### config.mk
export PLATFORM = sky130hd
export DESIGN_NAME = tl_c_release_responder
export DESIGN_NICKNAME = d
export VERILOG_FILES = /design/src/rtl/tl_c_release_responder.sv
export SDC_FILE = /design/constraint.sdc
export NUM_CORES = 1
export LEC_CHECK = 0
export CAP_MARGIN = 40
export CELL_PAD_IN_SITES_DETAIL_PLACEMENT = 0
export CELL_PAD_IN_SITES_GLOBAL_PLACEMENT = 1
export CORE_MARGIN = 8
export CORE_UTILIZATION = 26
export DETAILED_ROUTE_END_ITERATION = 7
export GPL_TIMING_DRIVEN = 0
export PLACE_DENSITY = 0.89
export SLEW_MARGIN = 30
export SYNTH_ARGS = -nofsm -noshare
export SYNTH_HDL_FRONTEND = slang
export SYNTH_SLANG_ARGS = --single-unit
export TNS_END_PERCENT = 20
### constraint.sdc
create_clock -name clock -period 3.04 [get_ports clock]
set_clock_uncertainty 0.05 [all_clocks]
set_input_delay 0.608 -clock clock [delete_from_list [all_inputs] [get_ports clock]]
set_output_delay 0.608 -clock clock [all_outputs]
set_load 0.005 [all_outputs]
### src/rtl/tl_c_release_responder.sv
// rtl/tl_c_release_responder.sv - TileLink channel C manager endpoint with ReleaseAck on channel D
module tl_c_release_responder #(
   parameter int DATA_W   = 32,
   parameter int ADDR_W   = 32,
   parameter int MAX_SIZE = 6
) (
   input  logic              clock,
   input  logic              reset_n,
   // channel C from the hart
   input  logic              c_valid,
   output logic              c_ready,
   input  logic [2:0]        c_opcode,
   input  logic [2:0]        c_param,
   input  logic [3:0]        c_size,
   input  logic              c_source,
   input  logic [ADDR_W-1:0] c_address,
   input  logic [DATA_W-1:0] c_data,
   input  logic              c_corrupt,
   // beat stream to the memory-side write buffer
   output logic              wb_valid,
   input  logic              wb_ready,
   output logic [ADDR_W-1:0] wb_addr,
   output logic [DATA_W-1:0] wb_data,
   output logic              wb_corrupt,
   output logic              wb_last,
   // probe acknowledgement notification
   output logic              probe_ack,
   output logic [2:0]        probe_param,
   // channel D back to the hart
   output logic              d_valid,
   input  logic              d_ready,
   output logic [2:0]        d_opcode,
   output logic [1:0]        d_param,
   output logic [3:0]        d_size,
   output logic              d_source,
   output logic              d_denied,
   output logic              d_corrupt,
   // protocol error notification
   output logic              err_illegal
);

   localparam int         BEAT_BYTES  = DATA_W / 8;
   localparam int         LOG2_BEAT   = $clog2(BEAT_BYTES);
   localparam logic [3:0] LOG2_BEAT_L = 4'(LOG2_BEAT);
   localparam logic [3:0] MAX_SIZE_L  = 4'(MAX_SIZE);

   localparam logic [1:0] ST_IDLE  = 2'd0;
   localparam logic [1:0] ST_BURST = 2'd1;
   localparam logic [1:0] ST_ACK   = 2'd2;

   localparam logic [2:0] OP_RELEASE_ACK = 3'd6;

   // Index of the final beat for a transfer of 2^size bytes. Sizes that fit
   // in one beat collapse to a single beat (index 0).
   function automatic logic [3:0] last_beat_of(input logic [3:0] size);
      logic [15:0] beats;
      if (size <= LOG2_BEAT_L) begin
         return 4'd0;
      end
      beats = 16'd1 << (size - LOG2_BEAT_L);
      return 4'(beats - 16'd1);
   endfunction

   logic [1:0]        state;
   logic [3:0]        beat_cnt;
   logic [3:0]        last_q;
   logic              release_q;
   logic [2:0]        param_q;
   logic [3:0]        size_q;
   logic              source_q;
   logic [ADDR_W-1:0] base_q;

   // Decode of the message currently presented on channel C.
   // Opcodes 4..7 have bit 2 set; bit 0 marks a data message, bit 1 a Release.
   logic in_illegal;
   logic in_is_data;
   logic in_is_release;
   logic in_single;
   logic c_fire;

   assign in_illegal    = !c_opcode[2] || (c_size > MAX_SIZE_L);
   assign in_is_data    = c_opcode[0];
   assign in_is_release = c_opcode[1];
   assign in_single     = (last_beat_of(c_size) == 4'd0);

   // Beat payload passes straight through; corrupt beats are not special-cased.
   assign wb_data    = c_data;
   assign wb_corrupt = c_corrupt;

   // Channel D carries only ReleaseAck, built from the latched header.
   assign d_valid   = (state == ST_ACK);
   assign d_opcode  = OP_RELEASE_ACK;
   assign d_param   = 2'd0;
   assign d_size    = size_q;
   assign d_source  = source_q;
   assign d_denied  = 1'b0;
   assign d_corrupt = 1'b0;

   // C/write-buffer handshake steering: data beats couple c_ready to wb_ready
   // so a beat only moves when both sides accept in the same cycle.
   always_comb begin
      c_ready  = 1'b0;
      wb_valid = 1'b0;
      wb_last  = 1'b0;
      wb_addr  = base_q + (ADDR_W'(beat_cnt) << LOG2_BEAT);
      case (state)
         ST_IDLE: begin
            if (in_illegal) begin
               c_ready = 1'b1;
            end else if (in_is_data) begin
               c_ready  = wb_ready;
               wb_valid = c_valid;
               wb_addr  = c_address;
               wb_last  = in_single;
            end else begin
               c_ready = 1'b1;
            end
         end
         ST_BURST: begin
            c_ready  = wb_ready;
            wb_valid = c_valid;
            wb_last  = (beat_cnt == last_q);
         end
         default: begin
            c_ready = 1'b0;
         end
      endcase
   end

   assign c_fire = c_valid && c_ready;

   // Message sequencer: header latch, beat counting, ack and pulse generation.
   always_ff @(posedge clock) begin
      if (!reset_n) begin
         state       <= ST_IDLE;
         beat_cnt    <= 4'd0;
         last_q      <= 4'd0;
         release_q   <= 1'b0;
         param_q     <= 3'd0;
         size_q      <= 4'd0;
         source_q    <= 1'b0;
         base_q      <= '0;
         probe_ack   <= 1'b0;
         probe_param <= 3'd0;
         err_illegal <= 1'b0;
      end else begin
         probe_ack   <= 1'b0;
         err_illegal <= 1'b0;
         case (state)
            ST_IDLE: begin
               if (c_fire) begin
                  if (in_illegal) begin
                     err_illegal <= 1'b1;
                  end else begin
                     release_q <= in_is_release;
                     param_q   <= c_param;
                     size_q    <= c_size;
                     source_q  <= c_source;
                     base_q    <= c_address;
                     last_q    <= last_beat_of(c_size);
                     if (in_is_data && !in_single) begin
                        // first beat already went out; continue from beat 1
                        beat_cnt <= 4'd1;
                        state    <= ST_BURST;
                     end else if (in_is_release) begin
                        state <= ST_ACK;
                     end else begin
                        probe_ack   <= 1'b1;
                        probe_param <= c_param;
                     end
                  end
               end
            end
            ST_BURST: begin
               // c_valid low simply stalls here; there is no timeout
               if (c_fire) begin
                  if (beat_cnt == last_q) begin
                     beat_cnt <= 4'd0;
                     if (release_q) begin
                        state <= ST_ACK;
                     end else begin
                        probe_ack   <= 1'b1;
                        probe_param <= param_q;
                        state       <= ST_IDLE;
                     end
                  end else begin
                     beat_cnt <= beat_cnt + 4'd1;
                  end
               end
            end
            ST_ACK: begin
               // c_ready is low in ACK, so the next message waits a cycle
               if (d_ready) begin
                  state <= ST_IDLE;
               end
            end
            default: begin
               state <= ST_IDLE;
            end
         endcase
      end
   end

endmodule

==> impl_metrics.json, run 1 <==
{
  "post-route-period-util": 1.052,
  "worst-setup-path-type": "in -> out",
  "crit_path_required_time_ns": 2.38,
  "cts.path.max_buffers": 2,
  "clk-insertion-delay-late_ns": 0.30,
  "dp_slack_ns": -1.473,
  "final_max_slew_viol_count": 0,
  "timing.hold.worst.class": "reg -> reg",
  "dp.final_hpwl_um": 9633,
  "ys_dominant_reg_cell": "sky130_fd_sc_hd__dfxtp_1",
  "synth-async-reset-ratio": 0,
  "setup-violations-final": 15,
  "cts_tree": "yes",
  "status": "finished, violations left",
  "rr_startpoint": "state[1]",
  "power_frac_seq": 0.429,
  "power.total_mw": 1.796,
  "number_of_standard_cells_reported_by_yosys": 521,
  "area_share_of_the_largest_cell_type_after_synthesis": 0.2978,
  "violated_checks": "setup timing",
  "timing.critical_path.arrival_ns": 2.54,
  "drive_above_1_share": 0.2214,
  "area_growth_pct": 53.91,
  "placedInstanceArea_um2": 5265,
  "wire_length_per_cell_um": 14.82,
  "irDropWorstVdd_uv": 189.9,
  "finalWirelength_um": 12850,
  "sw_frac_of_total": 0.2670,
  "end_kind": "primary output",
  "vertical_die_dimension_um": 136.3,
  "finalCriticalPeriod_ns": 3.198,
  "critPathLaunch": "c_size[1]",
  "max_freq_mhz": 312.7,
  "drt_pass1_iterations": 5,
  "setup_slack_ns": -0.1582,
  "tool_warnings": 29,
  "total_leakage_power_nw": 2.278,
  "place.gp.congestion": 0.8686,
  "fin_hold_ws_ns": 0.4101,
  "clockRootBuffer": "sky130_fd_sc_hd__clkbuf_16",
  "placedCellCount": 835,
  "io-pin-count": 167,
  "p_per_area_nw_per_um2": 309.9,
  "synth_flop_count": 56,
  "setup_tns_ns": -0.7754,
  "worst_pin_slew_ns": 0.6378,
  "reg2reg_slack_ns": 1.08,
  "power.share.combinational": 0.230,
  "nNetsFinal": 771,
  "fillCellCount": 1488,
  "grt_pass1_wl_um": 19790,
  "grt_start_max_net_pins": 17,
  "r2r-end": "base_q[5]",
  "clk_transition_reported_paths_ns": 0.07,
  "critical_path.most_common_cell": "sky130_fd_sc_hd__nand2_1",
  "syn-instance-count": 521,
  "highest_count_cells_in_the_layout_ignoring_fill_and_taps": "sky130_fd_sc_hd__nand2_1 (135), sky130_fd_sc_hd__clkdlybuf4s50_1 (94), sky130_fd_sc_hd__buf_4 (62)",
  "remaining_design_rule_violation_count": 0,
  "die_area_um2": 18590,
  "postSynthSeqShare": 0.2978,
  "hold_viol": 0,
  "r2r.worst_path.cells": 6,
  "first_global_vias": 3884,
  "lay_top_count": "sky130_fd_sc_hd__nand2_1"
}
-- run 1: critical path, delay by kind of cell --
kind            cells  cell delay (ns)
simple gates        6             0.90
fa+ha+maj           2             0.44
buf+inv             3             0.32
xor+xnor            1             0.17
compound gates      1             0.09
-- run 1: cells in the mapped netlist, types with 3 or more instances --
cell and number:
sky130_fd_sc_hd__a21oi_1 56, sky130_fd_sc_hd__a31oi_1 4, sky130_fd_sc_hd__and3_1 6, sky130_fd_sc_hd__and4_1 4, sky130_fd_sc_hd__buf_2 17, sky130_fd_sc_hd__buf_4 42
sky130_fd_sc_hd__clkbuf_1 6, sky130_fd_sc_hd__dfxtp_1 56, sky130_fd_sc_hd__ha_1 8, sky130_fd_sc_hd__inv_1 15, sky130_fd_sc_hd__mux2_2 4, sky130_fd_sc_hd__mux2i_1 4
sky130_fd_sc_hd__nand2_1 136, sky130_fd_sc_hd__nand2b_1 3, sky130_fd_sc_hd__nand3_1 21, sky130_fd_sc_hd__nand4_1 16, sky130_fd_sc_hd__nor2_1 21, sky130_fd_sc_hd__nor2_2 3
sky130_fd_sc_hd__o21ai_0 21, sky130_fd_sc_hd__o21ai_1 6, sky130_fd_sc_hd__or3_1 3, sky130_fd_sc_hd__xnor2_1 11, sky130_fd_sc_hd__xor2_1 21
-- run 1: power groups by stage --
stage	Combinational [mW]	Clock (mW)	Sequential, mW
2_1_floorplan	0.179	0	0.784
3_3_place_gp	0.396	0	0.787
3_5_place_dp	0.398	0	0.788
4_1_cts	0.409	0.629	0.770
5_1_grt	0.451	0.662	0.772
6_report	0.414	0.613	0.769
-- run 1: routing by layer --
metal / share of wire / track usage / up-vias
li1: - / - / 2036
met1: 0.44 / 0.1640 / 1770
met2: 0.48 / 0.2231 / 128
met3: 0.082 / 0.03695 / 7
met4: 0.0059 / 0.02685 / 0
met5: 0 / 0 / -
-- run 1: cells by family after synthesis --
family                     share of synthesized area
xor gates and xnor gates                     0.07444
muxes                                        0.02260
and+or+nand+nor                               0.2921
buffers and inverters                         0.1303
other                                       0.001995
adders and majority gates                    0.03191
AOI/OAI and AO/OA                             0.1489
DFF                                           0.2978
-- run 1: layout make-up --
class | count | area share
multi-input cells | 389 | 0.4044
repair buffers | 148 | 0.2371
flip-flops and latches | 56 | 0.1954
plain buffers | 66 | 0.08724
well taps | 184 | 0.03973
clock buffers | 7 | 0.02462
inverters | 15 | 0.009717
clock inverters | 1 | 0.001296
diodes | 1 | 0.0004319
-- run 1: how the worst min path moves through the flow --
stage                    start         end  depth (start not counted)
global placement    param_q[1]  param_q[1]                          2
global route        param_q[2]  param_q[2]                          2
floorplan           param_q[0]  param_q[0]                          2
finish              param_q[1]  param_q[1]                          2
detailed placement   base_q[1]   base_q[1]                          2
CTS                  base_q[1]   base_q[1]                          2
-- run 1: flip-flops by register name (all words and copies together), names as in the netlist --
register / count
release_q: 1
base_q: 32
d_size: 4
last_q: 4
d_source: 1
probe_ack: 1
err_illegal: 1
beat_cnt: 4
state: 2
param_q: 3
probe_param: 3
-- run 1: repair_timing --
item | in CTS | in global routing
resized | 140 | 19
hold buffers | 0 | 0
pin swaps | 15 | 10
cloned | 1 | 0
endpoints found under the setup margin | 45 | 24
setup buffers | 15 | 7
### Placed standard cells, run 1

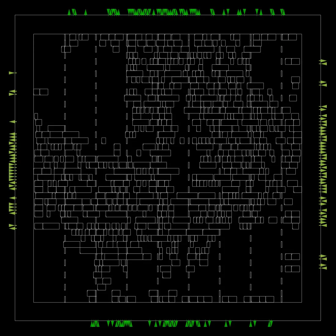
sequential cell area share: 0.1954
core footprint: 14310 um^2
number of placement rows: 44
FF+latch count: 56
number of non-filler instances in the completed layout: 867

### Signal wires on met2, run 1

Bar = 50 um.
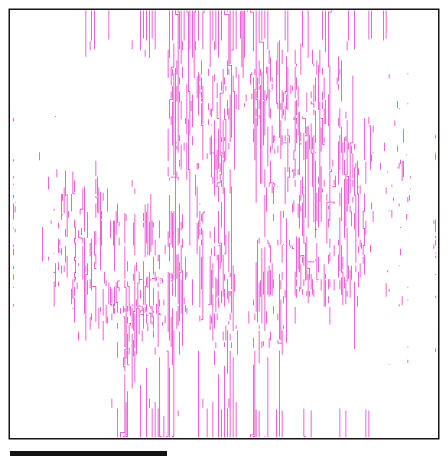
The layer holds 48% of the routed length. The wires run mostly vertical. The layer carries 6110 um of wire. 616 nets have wire on it.

### Register map, names as in the netlist, run 1

Other sequential cells in the stronger gray, the rest of the logic in the fainter gray.
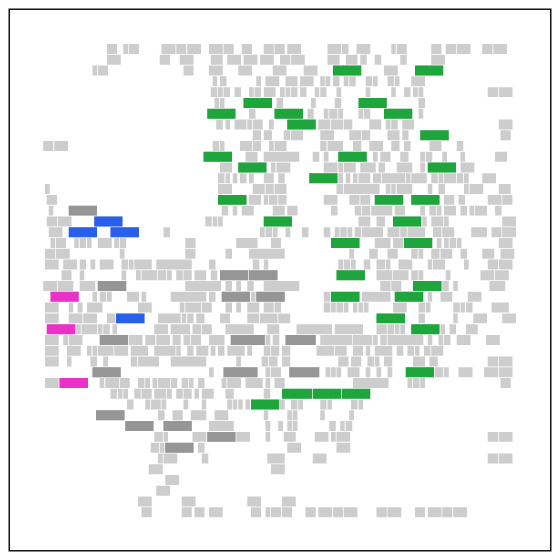
`d_size`: shown in blue, sequential cells 4, where middle left. `probe_param`: shown in magenta, sequential cells 3. `base_q`: shown in green, sequential cells 32.
Another 17 sequential cells are not colored.
final core utilization: 0.4048
P_seq: 0.769 mW
FF/Latch Area: 1132 um^2

### Metal layers overlaid, run 1

Two of the layers only.
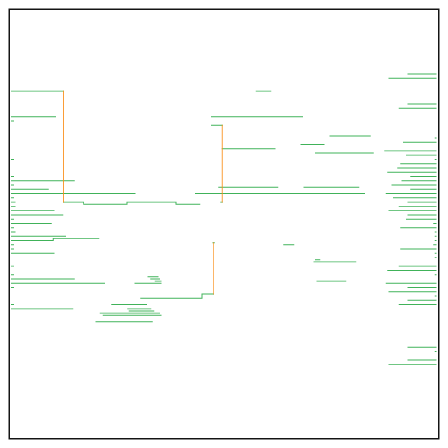
met4: shown in orange, wire length 76.2 um. met3: shown in green, wire length 1050 um.

==> run 2, diff against run 1 <==
ABC_AREA = 0   (was default)
GPL_ROUTABILITY_DRIVEN = 0   (was default)
SKIP_LAST_GASP = 1   (was default)
==> run 2 against run 1 <==
  * The run still ends with setup timing left
  * Critical path depth decreased by 2
  * Core utilization decreased by 0.42 points
  * Critical endpoint unchanged
  * Sequential share of layout area increased by 0.16 points
  * First-iteration DRC count increased by 14%
  * Sequential cell count unchanged
  * Total power decreased by 0.17%
  * Final area decreased by 1.0%
  * Area after synthesis unchanged
  * Sequential power about the same
==> impl_metrics.json, run 2 <==
{
  "drt_pass1_iterations": 4,
  "post_cts_hold_buffer_count": 0,
  "timing.critical_path.fanout_max": 5,
  "die_area_um2": 18590,
  "finalCriticalPeriod_ns": 3.236,
  "sw_frac_of_total": 0.2651,
  "number_of_stages_on_the_worst_setup_path": 11,
  "r2r-end": "d_source",
  "placedInstanceArea_um2": 5265,
  "largest_register_ffs": 32,
  "tool_warnings": 29,
  "fin_hold_ws_ns": 0.4086,
  "yosysChipArea_um2": 3765,
  "vertical_die_dimension_um": 136.3,
  "ys_warn_count": 0,
  "worst-setup-path-type": "in -> out",
  "r2r.worst_path.cells": 7,
  "dp.final_hpwl_um": 9633,
  "clockRootBuffer": "sky130_fd_sc_hd__clkbuf_16",
  "cts.path.max_buffers": 2,
  "critical_path.top_delay_family": "simple AND/OR/NAND/NOR gates",
  "worst_pin_slew_ns": 0.6348,
  "number_of_standard_cells_reported_by_yosys": 521,
  "first_global_vias": 3869,
  "postSynthSeqShare": 0.2978,
  "dp_slack_ns": -1.473,
  "reg2reg_slack_ns": 1.10,
  "max_freq_mhz": 309.0,
  "synth_flop_count": 56,
  "netlist.top_cell.by_instances": "sky130_fd_sc_hd__nand2_1",
  "placementRows": 44,
  "status": "finished, violations left",
  "p_per_area_nw_per_um2": 312.6,
  "syn-instance-count": 521,
  "ys_dominant_reg_cell": "sky130_fd_sc_hd__dfxtp_1",
  "total_leakage_power_nw": 2.229,
  "critPathLaunch": "c_size[3]",
  "power_frac_seq": 0.429,
  "timing.hold.worst.class": "reg -> reg",
  "setup_tns_ns": -3.162,
  "crit_path_required_time_ns": 2.38,
  "critPathBufInv": 2,
  "critical_path.most_common_cell": "sky130_fd_sc_hd__nand2_1",
  "final_max_slew_viol_count": 0,
  "highest_count_cells_in_the_layout_ignoring_fill_and_taps": "sky130_fd_sc_hd__nand2_1 (135), sky130_fd_sc_hd__clkdlybuf4s50_1 (105), sky130_fd_sc_hd__buf_4 (60)",
  "synth-async-reset-ratio": 0,
  "hold_path_startpoint": "base_q[1]",
  "area_growth_pct": 52.31,
  "placedCellCount": 835,
  "timing.critical_path.arrival_ns": 2.58,
  "grt_start_max_net_pins": 17,
  "crit_slowest_cell": "sky130_fd_sc_hd__or3_4",
  "grt_pass1_wl_um": 19730,
  "hold_viol": 0,
  "clk-insertion-delay-late_ns": 0.30,
  "lay_top_count": "sky130_fd_sc_hd__nand2_1",
  "max_cap_viols": 0,
  "setup_slack_ns": -0.1960,
  "finalWirelength_um": 12720,
  "worstSetupStartpointType": "input port",
  "violated_checks": "setup timing",
  "setup-violations-final": 29,
  "power.share.combinational": 0.230,
  "rr_startpoint": "state[1]",
  "wire_length_per_cell_um": 14.70,
  "largest_register": "base_q",
  "synth.top_cells.by_count": "sky130_fd_sc_hd__nand2_1 (136), sky130_fd_sc_hd__a21oi_1 (56), sky130_fd_sc_hd__dfxtp_1 (56)",
  "end_kind": "primary output"
}
## run 2: cell count changes in the layout (fill, tap and decap cells not counted), sizes merged
cell	delta
buf	-3
clkdlybuf4s15	-3
dlygate4sd2	-9
dlymetal6s2s	+1
clkdlybuf4s50	+11
clkbuf	+1
## run 2: worst min-delay path, stage by stage (launching register included)
cell,delay [ns]
sky130_fd_sc_hd__dfxtp_1,0.31
sky130_fd_sc_hd__nand2_1,0.05
sky130_fd_sc_hd__a21oi_1,0.05
## run 2: area by class of cell
type                    count  area [um^2]
diodes                      1        2.502
plain buffers              66        474.2
clock buffers               7        142.6
clock inverters             1        7.507
fillers                  1484         8579
inverters                  15        56.30
multi-input cells         389         2325
flip-flops and latches     56         1130
well taps                 184        230.2
repair buffers            146         1366
## run 2: power groups by stage
| stage | Combinational, mW | Sequential [mW] | Clock (mW) |
|---|---|---|---|
| 6_report | 0.412 | 0.769 | 0.611 |
| 5_1_grt | 0.451 | 0.772 | 0.660 |
| 4_1_cts | 0.411 | 0.770 | 0.629 |
| 3_5_place_dp | 0.398 | 0.788 | 0 |
| 3_3_place_gp | 0.396 | 0.787 | 0 |
| 2_1_floorplan | 0.179 | 0.784 | 0 |
## run 2: layer usage
layer	track usage	part of all wire	vias up
met1	0.1642	0.44	1796
met3	0.03400	0.084	7
met5	0	0	-
met4	0.02685	0.0060	0
met2	0.2234	0.48	123
li1	-	-	2035
## run 2: cell families (layout without fill, tap and decap cells)
kind of cell / Yosys count / after routing / synth area share
buffers and inverters: 81 / 235 / 0.1303
xor gates and xnor gates: 32 / 32 / 0.07444
and+or+nand+nor: 233 / 233 / 0.2921
other: 2 / 8 / 0.001995
AOI/OAI and AO/OA: 100 / 100 / 0.1489
adders and majority gates: 9 / 9 / 0.03191
DFF: 56 / 56 / 0.2978
muxes: 8 / 8 / 0.02260
## run 2: how the worst min path moves through the flow
stage / end / slack, ns / cells past startpoint
finish: base_q[1] / 0.41 / 2
floorplan: param_q[0] / 0.38 / 2
detailed placement: base_q[1] / 0.40 / 2
global route: param_q[2] / 0.43 / 2
CTS: base_q[1] / 0.41 / 2
global placement: param_q[1] / 0.39 / 2
## run 2: repair_timing
item / in CTS / in global routing
pin swaps: 15 / 9
setup buffers: 15 / 5
resized: 111 / 15
gates cloned: 1 / 0
endpoints found under the setup margin: 45 / 37
### Nets reached from selected ports, run 2

Bar = 50 um.
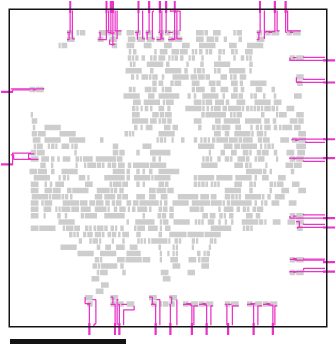
`c_data`: shown in magenta, direction input, edge 12 top, 10 bottom, 8 right, 2 left, end cells 0, buffers 64, wire 841 um.
count of pins on the block boundary: 167
number of buffers added on ports: 125

### Placed standard cells, run 2

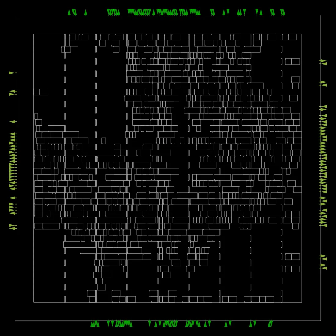
number of non-filler instances in the completed layout: 865
tapcells inserted: 184
final core utilization: 0.4006

Power and IR drop assume default switching activity.
